**Run 1: the metal 1 layer**

Scale: 3 px per um.
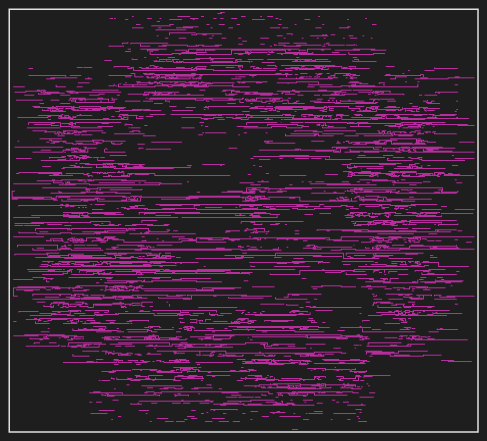
**Run 1: cells colored by class**

Scale: 2 px per um.
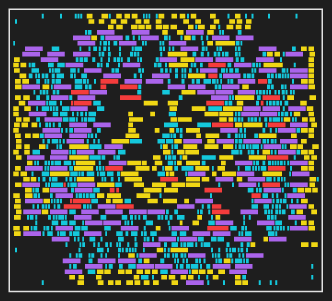
**Run 1: routing congestion**

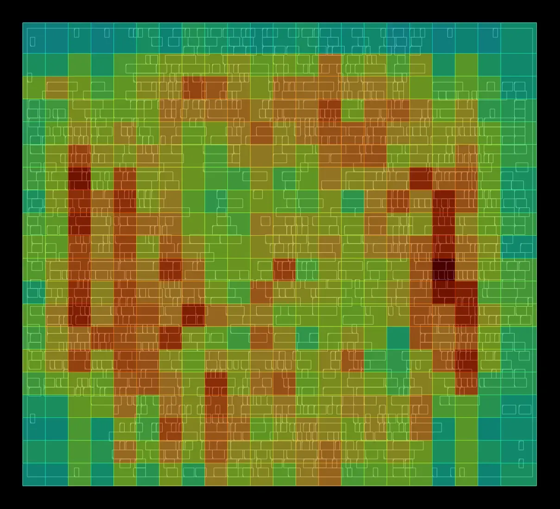
**Run 1: cell sizes after repair**

Scale: 2 px per um.
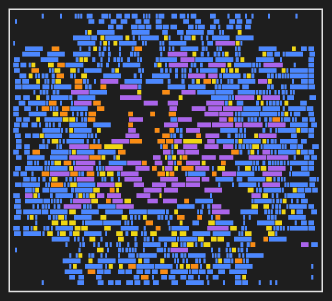
### src/rtl/ex_mem_pipe.sv
// EX->MEM pipeline stage: valid/ready handshake, one-entry skid buffer, flush, forwarding tap.
// Define EX_MEM_STALL_CNT_EN to build the MEM back-pressure cycle counter on stall_cnt.
module ex_mem_pipe #(
  parameter int unsigned DATA_W    = 32,
  parameter int unsigned REG_W     = 5,
  parameter int unsigned MEM_CTL_W = 2,
  parameter int unsigned WB_CTL_W  = 2
) (
  input  logic                 clk,
  input  logic                 rst_n,
  input  logic                 flush,
  input  logic                 valid_e,
  output logic                 ready_e,
  input  logic [MEM_CTL_W-1:0] mem_ctl_e,
  input  logic [WB_CTL_W-1:0]  wb_ctl_e,
  input  logic [DATA_W-1:0]    alu_out_e,
  input  logic [DATA_W-1:0]    write_data_e,
  input  logic [REG_W-1:0]     write_reg_e,
  output logic                 valid_m,
  input  logic                 ready_m,
  output logic [MEM_CTL_W-1:0] mem_ctl_m,
  output logic [WB_CTL_W-1:0]  wb_ctl_m,
  output logic [DATA_W-1:0]    alu_out_m,
  output logic [DATA_W-1:0]    write_data_m,
  output logic [REG_W-1:0]     write_reg_m,
  output logic                 fwd_en,
  output logic [REG_W-1:0]     fwd_reg,
  output logic [DATA_W-1:0]    fwd_data,
  output logic [31:0]          stall_cnt
);

  localparam int unsigned PW = MEM_CTL_W + WB_CTL_W + 2 * DATA_W + REG_W;

  typedef enum logic [1:0] {StEmpty, StFull, StSkid} state_e;

  state_e                state_q;
  logic [PW-1:0]         main_q;
  logic [PW-1:0]         skid_q;
  logic [PW-1:0]         in_pl;
  logic [WB_CTL_W-1:0]   wb_in;
  logic                  in_xfer;
  logic                  out_xfer;

  // A write to r0 is architecturally a no-op, so drop RegWrite before it can forward.
  always_comb begin
    wb_in    = wb_ctl_e;
    wb_in[0] = wb_ctl_e[0] & (write_reg_e != '0);
  end

  assign in_pl    = {mem_ctl_e, wb_in, alu_out_e, write_data_e, write_reg_e};
  assign ready_e  = (state_q != StSkid);
  assign valid_m  = (state_q != StEmpty);
  assign in_xfer  = valid_e & ready_e;
  assign out_xfer = valid_m & ready_m;

  always_ff @(posedge clk or negedge rst_n) begin
    if (!rst_n) begin
      state_q <= StEmpty;
      main_q  <= '0;
      skid_q  <= '0;
    end else if (flush) begin
      state_q <= StEmpty;
      main_q  <= '0;
      skid_q  <= '0;
    end else begin
      case (state_q)
        StEmpty: begin
          if (in_xfer) begin
            main_q  <= in_pl;
            state_q <= StFull;
          end
        end
        StFull: begin
          if (in_xfer && out_xfer) begin
            main_q <= in_pl;
          end else if (out_xfer) begin
            state_q <= StEmpty;
          end else if (in_xfer) begin
            skid_q  <= in_pl;
            state_q <= StSkid;
          end
        end
        StSkid: begin
          if (out_xfer) begin
            main_q  <= skid_q;
            state_q <= StFull;
          end
        end
        default: state_q <= StEmpty;
      endcase
    end
  end

  assign {mem_ctl_m, wb_ctl_m, alu_out_m, write_data_m, write_reg_m} = main_q;

  assign fwd_en   = valid_m & wb_ctl_m[0];
  assign fwd_reg  = write_reg_m;
  assign fwd_data = alu_out_m;

`ifdef EX_MEM_STALL_CNT_EN
  logic [31:0] stall_cnt_q;

  // Flush deliberately leaves the count alone; only reset clears it.
  always_ff @(posedge clk or negedge rst_n) begin
    if (!rst_n) begin
      stall_cnt_q <= '0;
    end else if (valid_m && !ready_m) begin
      stall_cnt_q <= stall_cnt_q + 32'd1;
    end
  end

  assign stall_cnt = stall_cnt_q;
`else
  assign stall_cnt = '0;
`endif

endmodule

### config.mk
export PLATFORM = sky130hd
export DESIGN_NAME = ex_mem_pipe
export DESIGN_NICKNAME = d
export VERILOG_FILES = /design/src/rtl/ex_mem_pipe.sv
export SDC_FILE = /design/constraint.sdc
export NUM_CORES = 1
export LEC_CHECK = 0
export ABC_AREA = 1
export CORE_ASPECT_RATIO = 0.9
export CORE_UTILIZATION = 35
export DETAILED_ROUTE_END_ITERATION = 12
export PLACE_DENSITY = 0.63
export SLEW_MARGIN = 20
export SYNTH_ARGS = -nofsm -noshare
export SYNTH_HDL_FRONTEND = slang
export SYNTH_SLANG_ARGS = --single-unit
### constraint.sdc
create_clock -name clk -period 1.5 [get_ports clk]
set_input_delay 0.3 -clock clk [delete_from_list [all_inputs] [get_ports clk]]
set_output_delay 0.3 -clock clk [all_outputs]
set_load 0.01 [all_outputs]
==> GITHUB_STEP_SUMMARY, run 1 <==
### Yosys + OpenROAD results

| Metric | Value |
|---|---|
| Post-CTS Setup Bufs | 20 |
| Final critical-path required period | 1.650 ns |
| Final weighted congestion in routability-driven placement | 0.7731 |
| Fin crit share | 1.100 |
| Power density over the cells | roughly 1100 nW/um^2 |
| Number of warnings in the stage logs | 28 |
| Antenna diodes | 0 |
| Layout area overhead | 59.99% |
| Placeable core area | 20830 um^2 |
| Final setup violation count | 150 |
| Most frequent cell after synthesis | sky130_fd_sc_hd__nand2_1 |
| Setup slack of the critical path after layout | -0.1504 ns |
| Yosys Chip Area | 7450 um^2 |
| CTS tree | built |
| Unrepaired setup endpoints after global routing | true |
| Violated checks | negative setup slack |
| Cell accounting for the most synthesized area | sky130_fd_sc_hd__dfrtp_1 |
| Result of the run | finished, violations left |
| Required time at the endpoint of the critical path | 1.79 ns |
| Worst setup skew after layout | 0.006951 ns |
Back to the opening pictures, 'the metal 1 layer':
wire length on this layer: 11200 um
longest straight run: 52.4 um
nets with wire on the layer: 1072
share of all routed wire: 46%
met1 Use GR: 0.3007
vias after detailed routing: 7188
WL final: 24430 um

Back to the opening pictures, 'cells colored by class':
legend:
  clock drivers and dummy loads:
    color: red
    cells: 32
    share_of_their_area: 5.5%
  combinational and other logic:
    color: cyan
    cells: 726
    share_of_their_area: 34%
  sequential cells:
    color: purple
    cells: 148
    share_of_their_area: 32%
  remaining buffers and delay cells:
    color: yellow
    cells: 282
    share_of_their_area: 29%
final non-filler cell area: 11920 um^2
number of placement rows: 50
final core utilization: 0.5721
Seq area share: 0.3109

Back to the opening pictures, 'routing congestion':
most used routing layer in global routing: met2
routed len/inst: 16.57 um

Back to the opening pictures, 'cell sizes after repair':
legend:
  _6 and larger:
    color: purple
    cells: 102
    share: 8.6%
    most_used: buf_12
  _2 cells:
    color: yellow
    cells: 151
    share: 13%
    most_used: nand2_2
  _0 and _1 cells:
    color: blue
    cells: 868
    share: 73%
    most_used: nand2_1
  _3 and _4 cells:
    color: orange
    cells: 67
    share: 5.6%
    most_used: nand2_4
buffer count excluding the clock tree in the final layout: 282
setup slack of the critical path after layout: -0.1504 ns

## run 1: power by group
group          total (mW)  internal (mW)  switching, mW
Combinational        3.45           1.73           1.72
Clock                4.65           2.96           1.69
Sequential           4.63           4.34          0.294
Total                12.7           9.03           3.70
## run 1: final cells by class
cell class,count,area share
repair buffers,282,0.2789
inverters,48,0.01554
well taps,286,0.03002
clock buffers,24,0.04126
flip-flops and latches,148,0.3109
multi-input cells,678,0.3110
clock inverters,8,0.01228
## run 1: sequential cells by signal (all words and copies together), names as in the netlist
register,flops
main_q,73
skid_q,73
state_q,2
## run 1: worst register-to-register path: cells and delay by family, from the launching register on
| kind | cells | cell delay (ns) |
|---|---|---|
| compound gates | 1 | 0.04 |
| buf+inv | 5 | 0.72 |
| flops | 1 | 0.40 |
| simple gates | 4 | 0.37 |
**Run 1: a small window of the routed layout**

Window x 26 to 51, y 93 to 118 um. Cells in gray, sequential cells in the stronger gray; small squares are vias.
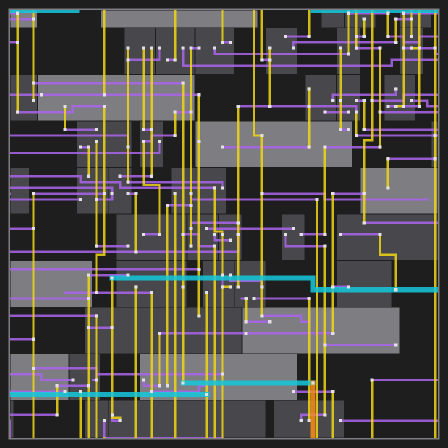

--- run 2 (diff from run 1) ---
--- a/config.mk
+++ b/config.mk
@@ -6,10 +6,12 @@
 export NUM_CORES = 1
 export LEC_CHECK = 0
 export ABC_AREA = 1
+export CELL_PAD_IN_SITES_DETAIL_PLACEMENT = 1
+export CELL_PAD_IN_SITES_GLOBAL_PLACEMENT = 1
 export CORE_ASPECT_RATIO = 0.9
-export CORE_UTILIZATION = 35
+export CORE_UTILIZATION = 34
 export DETAILED_ROUTE_END_ITERATION = 12
-export PLACE_DENSITY = 0.63
+export PLACE_DENSITY = 0.82
 export SLEW_MARGIN = 20
 export SYNTH_ARGS = -nofsm -noshare
 export SYNTH_HDL_FRONTEND = slang
==> constraint.sdc (replaced) <==
create_clock -name clk -period 1.83 [get_ports clk]
set_input_delay 0.366 -clock clk [delete_from_list [all_inputs] [get_ports clk]]
set_output_delay 0.366 -clock clk [all_outputs]
set_load 0.01 [all_outputs]
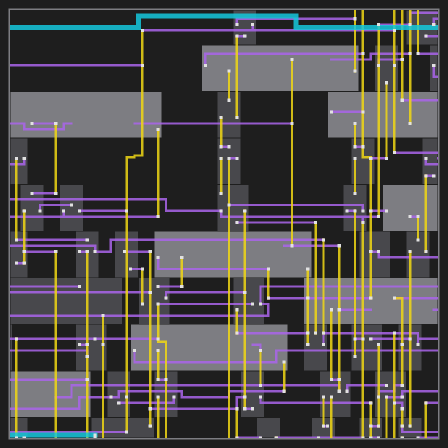
**Above:** run 2 (a small window of the routed layout).
Window x 27 to 52, y 94 to 119 um. Cells in gray, sequential cells in the stronger gray; small squares are vias.
legend:
  metal 3:
    color: cyan
  metal 1:
    color: purple
  metal 2:
    color: yellow
cells with their middle in the window: 36
most frequent: nand2_1 (17), dfrtp_1 (7), a21oi_1 (4)
sequential cells in the window: 7
netlist names of flops here include: main_q (5), skid_q (2)

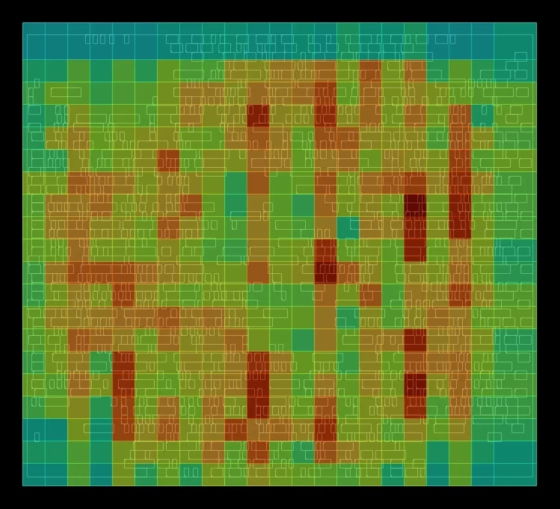
**Above:** run 2 (routing congestion).
met1 Use GR: 0.2676
final core utilization: 0.4746
met2 Use GR: 0.3591

==> run 2 against run 1 <==
  * The flow now finishes without violations
  * Clock skew grew 0.0026 ns
  * Sequential power shrank 19%
  * Critical path type is now flip-flop to output port
  * Core utilization shrank 9.8 points
  * Die area grew 2.9%
  * Register-to-register slack gained 0.28 ns
  * Clock power shrank about 20%
==> GITHUB_STEP_SUMMARY, run 2 <==
### Yosys + OpenROAD results

| Metric | Value |
|---|---|
| Sequential Power Share | 0.392 (+0.028) |
| Final setup violation count | 0 (-100%) |
| Number of placement rows | 50 (unchanged) |
| Multi-input combinational gate total | 676 (-0.29%) |
| Final weighted congestion in routability-driven placement | 0.7507 (-2.9%) |
| Buffer count excluding the clock tree in the final layout | 222 (-21%) |
| Power dissipated by switching net loads | 2.702 mW (-27%) |
| Combinational group power | 2.11 mW (-39%) |
| Worst setup skew after layout | 0.009538 ns (+0.002586 ns) |
| Routed len/inst | 16.15 um (-2.6%) |
| Most used routing layer in global routing | met2 |
| Number of warnings in the stage logs | 26 (-7.1%) |
| Yosys Chip Area | 7450 um^2 (unchanged) |
| Unrepaired setup endpoints after global routing | false |
| Leading registers by flop count | main_q x73, skid_q x73, state_q x2 |
| Inverters, non-clock | 48 (unchanged) |
| Biggest area consumer among cell classes | registers |
| Required time at the endpoint of the critical path | 1.46 ns (-0.33 ns) |
| Largest Pwr Group | sequential cells |
| CTS tree | built |
| Setup slack of the critical path after layout | 0.07659 ns (+0.2270 ns) |
| Total number of tap cells | 286 (unchanged) |
| Clock share of power | 0.387 (+0.022) |
| Power density over the cells | 952.9 nW/um^2 (-11%) |
| Placeable core area | 21150 um^2 (+1.5%) |
| Proportion of total power due to net switching | 0.2826 (-0.008251) |
| Result of the run | finished, final reports clean |
| Flops | 148 (unchanged) |
| Sequential group power | 3.75 mW (-19%) |
| Cell accounting for the most synthesized area | sky130_fd_sc_hd__dfrtp_1 |
| Clock-cell share of area | 0.06135 (+0.007809) |
| Clock buf count | 19 (-21%) |
| Seq area share | 0.3691 (+0.05814) |
| Power share of the combinational group | 0.221 (-0.050) |
| Number of instances resized during post-cts repair | 7 |
| Antenna diodes | 0 (unchanged) |
| Fin crit share | 0.9581 |
==> run 2: kinds of logic after synthesis <==
logic type / Yosys count / share of synthesized area
AND-OR/OR-AND: 149 / 0.1001
buffers and inverters: 180 / 0.1345
flip-flops: 148 / 0.4971
other: 1 / 0.0005034
AND/OR/NAND/NOR: 495 / 0.2677
==> run 2: path summary, 6_finish.rpt <==
path,cells after the start,slack [ns],end,from
setup / recovery,4,0.08,fwd_en,state_q[0]
max in group asynchronous,3,0.80,main_q[51],rst_n
hold reg to reg,2,0.47,main_q[22],main_q[22]
setup reg to reg,7,0.13,skid_q[41],state_q[1]
min in group asynchronous,2,0.43,main_q[40],rst_n
hold / removal,4,0.35,state_q[0],flush
Power and IR drop assume default switching activity.
